Wire density map:
Drawn at 2 px/um. The die is cut into 20 by 20 equal tiles; white is low, dark blue is high, scaled to the fullest tile. Values are wire area over tile area, all layers added.
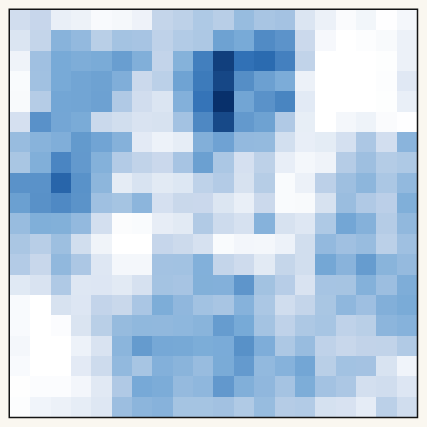
Logic cells by family:
Drawn at 2 px/um.
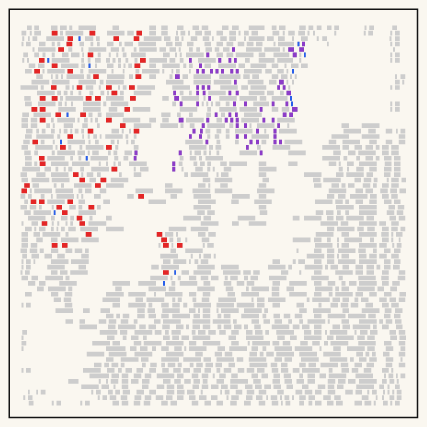
Clock distribution:
Drawn at 2 px/um.
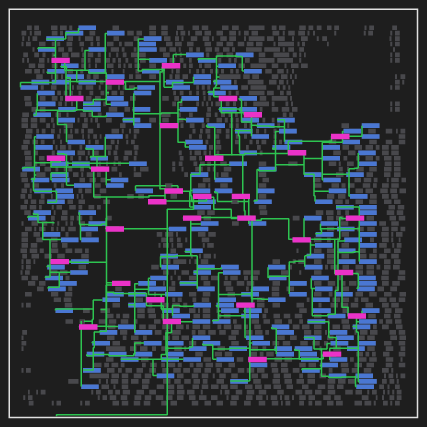
[src/rtl/wb_pkg.sv]
// ============================================================================
// Module      : wb_pkg
// Description : Shared types and constants for the writeback stage.
// Revision    : 1.0 - initial release
// ============================================================================
`default_nettype none

package wb_pkg;

    localparam int XLEN     = 64;
    localparam int NUM_REGS = 32;

    // One buffered writeback; the ALU/load data mux is already resolved.
    typedef struct packed {
        logic [4:0]      rd;
        logic            reg_write;
        logic [XLEN-1:0] data;
    } wb_entry_t;

endpackage

`default_nettype wire

[src/rtl/wb_fifo2.sv]
// ============================================================================
// Module      : wb_fifo2
// Description : Two-entry skid FIFO of writeback entries with head, count,
//               full and empty status.
// Revision    : 1.0 - initial release
// ============================================================================
`default_nettype none

module wb_fifo2
    import wb_pkg::*;
#(
    parameter int DEPTH = 2
) (
    input  logic       clk,
    input  logic       rst_n,
    input  logic       push_i,
    input  wb_entry_t  push_data_i,
    input  logic       pop_i,
    output wb_entry_t  head_o,
    output logic [1:0] count_o,
    output logic       full_o,
    output logic       empty_o
);

    wb_entry_t  mem_q [2];
    logic       wr_ptr_q;
    logic       rd_ptr_q;
    logic [1:0] count_q;
    logic       do_push;
    logic       do_pop;

    assign full_o  = (count_q == 2'(DEPTH));
    assign empty_o = (count_q == 2'd0);
    assign count_o = count_q;
    assign head_o  = mem_q[rd_ptr_q];

    // Guard against overflow/underflow regardless of caller behaviour.
    assign do_push = push_i && !full_o;
    assign do_pop  = pop_i && !empty_o;

    // Storage, pointers and occupancy; reset discards all entries.
    always_ff @(posedge clk or negedge rst_n) begin
        if (!rst_n) begin
            mem_q[0] <= '0;
            mem_q[1] <= '0;
            wr_ptr_q <= 1'b0;
            rd_ptr_q <= 1'b0;
            count_q  <= 2'd0;
        end else begin
            if (do_push) begin
                mem_q[wr_ptr_q] <= push_data_i;
                wr_ptr_q        <= ~wr_ptr_q;
            end
            if (do_pop) begin
                rd_ptr_q <= ~rd_ptr_q;
            end
            unique case ({do_push, do_pop})
                2'b10:   count_q <= count_q + 2'd1;
                2'b01:   count_q <= count_q - 2'd1;
                default: count_q <= count_q;
            endcase
        end
    end

endmodule

`default_nettype wire

[src/rtl/wb_stage.sv]
// ============================================================================
// Module      : wb_stage
// Description : Writeback stage: skid-buffers completed instructions, drives
//               the register-file write port, tracks pending writes for RAW
//               hazard detection and counts retired instructions.
//               Define WB_BYPASS_EN to expose the head write on byp_*;
//               otherwise byp_* are tied to zero.
// Revision    : 1.0 - initial release
// ============================================================================
`default_nettype none

module wb_stage #(
    parameter int XLEN       = 64,
    parameter int FIFO_DEPTH = 2
) (
    input  logic            clk,
    input  logic            rst_n,
    input  logic            in_valid,
    output logic            in_ready,
    input  logic [4:0]      in_rd,
    input  logic            in_reg_write,
    input  logic            in_mem_to_reg,
    input  logic [XLEN-1:0] in_alu_result,
    input  logic [XLEN-1:0] in_mem_data,
    output logic            rf_we,
    output logic [4:0]      rf_waddr,
    output logic [XLEN-1:0] rf_wdata,
    input  logic            rf_wready,
    input  logic            issue_valid,
    input  logic [4:0]      issue_rd,
    input  logic            issue_reg_write,
    input  logic [4:0]      q_rs1,
    input  logic [4:0]      q_rs2,
    output logic            hazard_rs1,
    output logic            hazard_rs2,
    output logic [31:0]     pending,
    output logic [63:0]     retire_count,
    output logic            byp_valid,
    output logic [4:0]      byp_rd,
    output logic [XLEN-1:0] byp_data
);

    import wb_pkg::*;

    wb_entry_t   push_entry;
    wb_entry_t   head;
    logic [1:0]  fifo_count;
    logic        fifo_full;
    logic        fifo_empty;
    logic        head_valid;
    logic        head_writes;
    logic        push;
    logic        pop;
    logic [31:0] pending_q;
    logic [31:0] pending_d;
    logic [63:0] retire_q;

    // in_ready depends only on registered occupancy, never on in_valid.
    assign in_ready = !fifo_full;
    assign push     = in_valid && in_ready;

    // Data mux resolved at push time so the head holds the final value.
    assign push_entry.rd        = in_rd;
    assign push_entry.reg_write = in_reg_write;
    assign push_entry.data      = in_mem_to_reg ? in_mem_data : in_alu_result;

    wb_fifo2 #(
        .DEPTH       (FIFO_DEPTH)
    ) u_fifo (
        .clk         (clk),
        .rst_n       (rst_n),
        .push_i      (push),
        .push_data_i (push_entry),
        .pop_i       (pop),
        .head_o      (head),
        .count_o     (fifo_count),
        .full_o      (fifo_full),
        .empty_o     (fifo_empty)
    );

    assign head_valid  = (fifo_count != 2'd0);
    assign head_writes = head.reg_write && (head.rd != 5'd0);

    // Writes to x0 or non-writing entries retire without waiting on the RF.
    assign rf_we    = head_valid && head_writes;
    assign rf_waddr = head_valid ? head.rd : 5'd0;
    assign rf_wdata = head_valid ? head.data : '0;
    assign pop      = head_valid && (!head_writes || rf_wready);

    // Scoreboard next state: clear on retiring write, then a younger issue
    // to the same register re-sets the bit.
    always_comb begin
        pending_d = pending_q;
        if (pop && head_writes) begin
            pending_d[head.rd] = 1'b0;
        end
        if (issue_valid && issue_reg_write && (issue_rd != 5'd0)) begin
            pending_d[issue_rd] = 1'b1;
        end
        pending_d[0] = 1'b0;
    end

    // Scoreboard and retire counter state.
    always_ff @(posedge clk or negedge rst_n) begin
        if (!rst_n) begin
            pending_q <= '0;
            retire_q  <= '0;
        end else begin
            pending_q <= pending_d;
            if (pop) begin
                retire_q <= retire_q + 64'd1;
            end
        end
    end

    assign pending      = pending_q;
    assign retire_count = retire_q;
    assign hazard_rs1   = pending_q[q_rs1];
    assign hazard_rs2   = pending_q[q_rs2];

`ifdef WB_BYPASS_EN
    assign byp_valid = rf_we;
    assign byp_rd    = rf_waddr;
    assign byp_data  = rf_wdata;
`else
    assign byp_valid = 1'b0;
    assign byp_rd    = 5'd0;
    assign byp_data  = '0;
`endif

endmodule

`default_nettype wire

[config.mk]
export PLATFORM = sky130hd
export DESIGN_NAME = wb_stage
export DESIGN_NICKNAME = d
export VERILOG_FILES = /design/src/rtl/wb_pkg.sv /design/src/rtl/wb_fifo2.sv /design/src/rtl/wb_stage.sv
export SDC_FILE = /design/constraint.sdc
export NUM_CORES = 1
export LEC_CHECK = 0
export CELL_PAD_IN_SITES_DETAIL_PLACEMENT = 1
export CELL_PAD_IN_SITES_GLOBAL_PLACEMENT = 1
export CORE_MARGIN = 5
export CORE_UTILIZATION = 35
export CTS_CLUSTER_DIAMETER = 60
export DETAILED_ROUTE_END_ITERATION = 8
export GPL_TIMING_DRIVEN = 0
export PLACE_DENSITY = 0.87
export SLEW_MARGIN = 0
export SYNTH_ARGS = -nofsm -noshare
export SYNTH_HDL_FRONTEND = slang
export SYNTH_HIERARCHICAL = 1
export SYNTH_SLANG_ARGS = --single-unit
[constraint.sdc]
create_clock -name clk -period 9.4 [get_ports clk]
set_input_delay 1.41 -clock clk [delete_from_list [all_inputs] [get_ports clk]]
set_output_delay 1.41 -clock clk [all_outputs]
set_load 0.02 [all_outputs]
==> flow_summary_export.csv <==
group,metric,value,unit
synth,muxShareOfSynthArea,0.265,
layout,logic_area,6470,um^2
timing,hold_ws,0.487,ns
layout,n_all_buffers,447,
worst_hold_path,holdPathEnd,"u_fifo/mem_q[124]$_DFFE_PN0P_",
clock_network,clk_pin_slew_worst_paths,0.05,ns
worst_setup_path,cp-end-kind,"output port",
synth,synthCells,1119,
synth,synthDistinctLibCells,51,
timing,fin_crit_sh,0.530,
floorplan,rows,70,
timing,period_needed,4.98,ns
layout,lay_top_cells,"clkdlybuf4s50_1, mux2_2, dfrtp_1",
synth,common_cells,"mux2_2, dfrtp_1, buf_4, and2_1, o21ai_0",
worst_setup_path,cp-start-kind,"primary input",
timing,rsz0062_at_grt,"no",
synth,top_cells_by_area,"dfrtp_1, mux2_2, buf_4, and2_1, xor2_1",
timing,finalHoldViolations,0,
layout,syn_to_final_growth,38.5,%
clock_network,cts_buffer_depth,3,
layout,nNetsFinal,1696,
layout,clk_share,0.0543,
global_routing,grt_pass1_wl,66900,um
timing,worst_slew_pin_slew,1.25,ns
synth,ys_top_logic_family,"multiplexers",
route,drt_iter0_markers,470,
layout,seq_area,5980,um^2
layout,n_antenna_cell,3,
floorplan,fp_util,0.356,
placement,port_buffers,314,
layout,drive_above_1_share,0.283,
global_routing,grt_antenna_before_repair,5,
clock_network,cts_tree,"built",
worst_setup_path,r2r_setup_slack,5.26,ns
synth,ys_chip_area,13100,um^2
layout,fillers,3959,
power,powerDensity,318,nW/um^2
synth,syn_area_per_cell,11.7,um^2
synth,yosysWarnings,6,
layout,largest_reg_flops,140,
route,viasPerCell,5.03,
route,drtPass1Iterations,4,
synth,largest_area_cell,"dfrtp_1",
layout,seq-cell-share,0.330,
global_routing,grt_start_max_net_pins,89,
worst_setup_path,crit_fanout,9,
worst_setup_path,r2r_cells,8,
placement,placedCellCount,1973,
worst_hold_path,hp-class,"register to register",
worst_setup_path,critical_path_class,"primary input to output port",
status,status,"completed",
synth,edf_count,0,
floorplan,tap_cells,468,
clock_network,cts.sinks,239,
synth,ys_ff,239,
timing,slew_viol_final,0,
clock_network,htree_levels,1,
worst_setup_path,cp-endpoint,"hazard_rs1",
synth,yosysCellCount,1119,
## Picture notes: 'wire density map'
densest ninth of the die = top middle
nearly empty tiles = 7.5%
emptiest ninth of the die = top right
fullest tile = 0.54
WL/cell: 20.9 um
final wirelength: 42,500 um
Vias: 10,222
GRT Util Overall: 0.200

## Picture notes: 'logic cells by family'
inverters -> blue  # cells 14
inverting AOI/OAI gates -> purple  # cells 79, where top middle
XOR/XNOR gates -> red  # cells 68
combinational share of cell area: 0.357
most used logic cell in the final layout: clkdlybuf4s50_1
final std cells w/o fill: 2,031

## Picture notes: 'clock distribution'
flip-flops -> blue  # count 239
cells driving clock nets -> magenta  # count 31
clock wires -> green  # length 3,430 um
routed clock nets = 32

metal layers:
metal  track usage  part of all wire  vias up
li1              -                 -     4669
met1         0.234              0.38     5162
met2         0.363              0.53      302
met3        0.0433             0.057       85
met4        0.0694             0.033        4
met5             0           0.00054        -
stage by stage:
stage          TNS, ns  utilization
5_1_grt              0        0.493
6_report             0        0.493
2_1_floorplan        0            -
3_3_place_gp   -730.98        0.464
4_1_cts              0        0.493
3_5_place_dp         0        0.466
critical path, cell delays in order:
cell,delay (ns)
clkbuf_1,0.45
mux4_2,0.59
mux4_2,0.46
inv_1,0.06
a21oi_1,0.05
clkdlybuf4s50_1,0.54
report_power, final:
group	total [W]	switching, W	internal (W)
Clock	0.00113	0.000446	0.000684
Sequential	0.00171	0.000279	0.00143
Combinational	0.00292	0.00143	0.00149
Total	0.00577	0.00216	0.00361
Power and IR drop assume default switching activity.
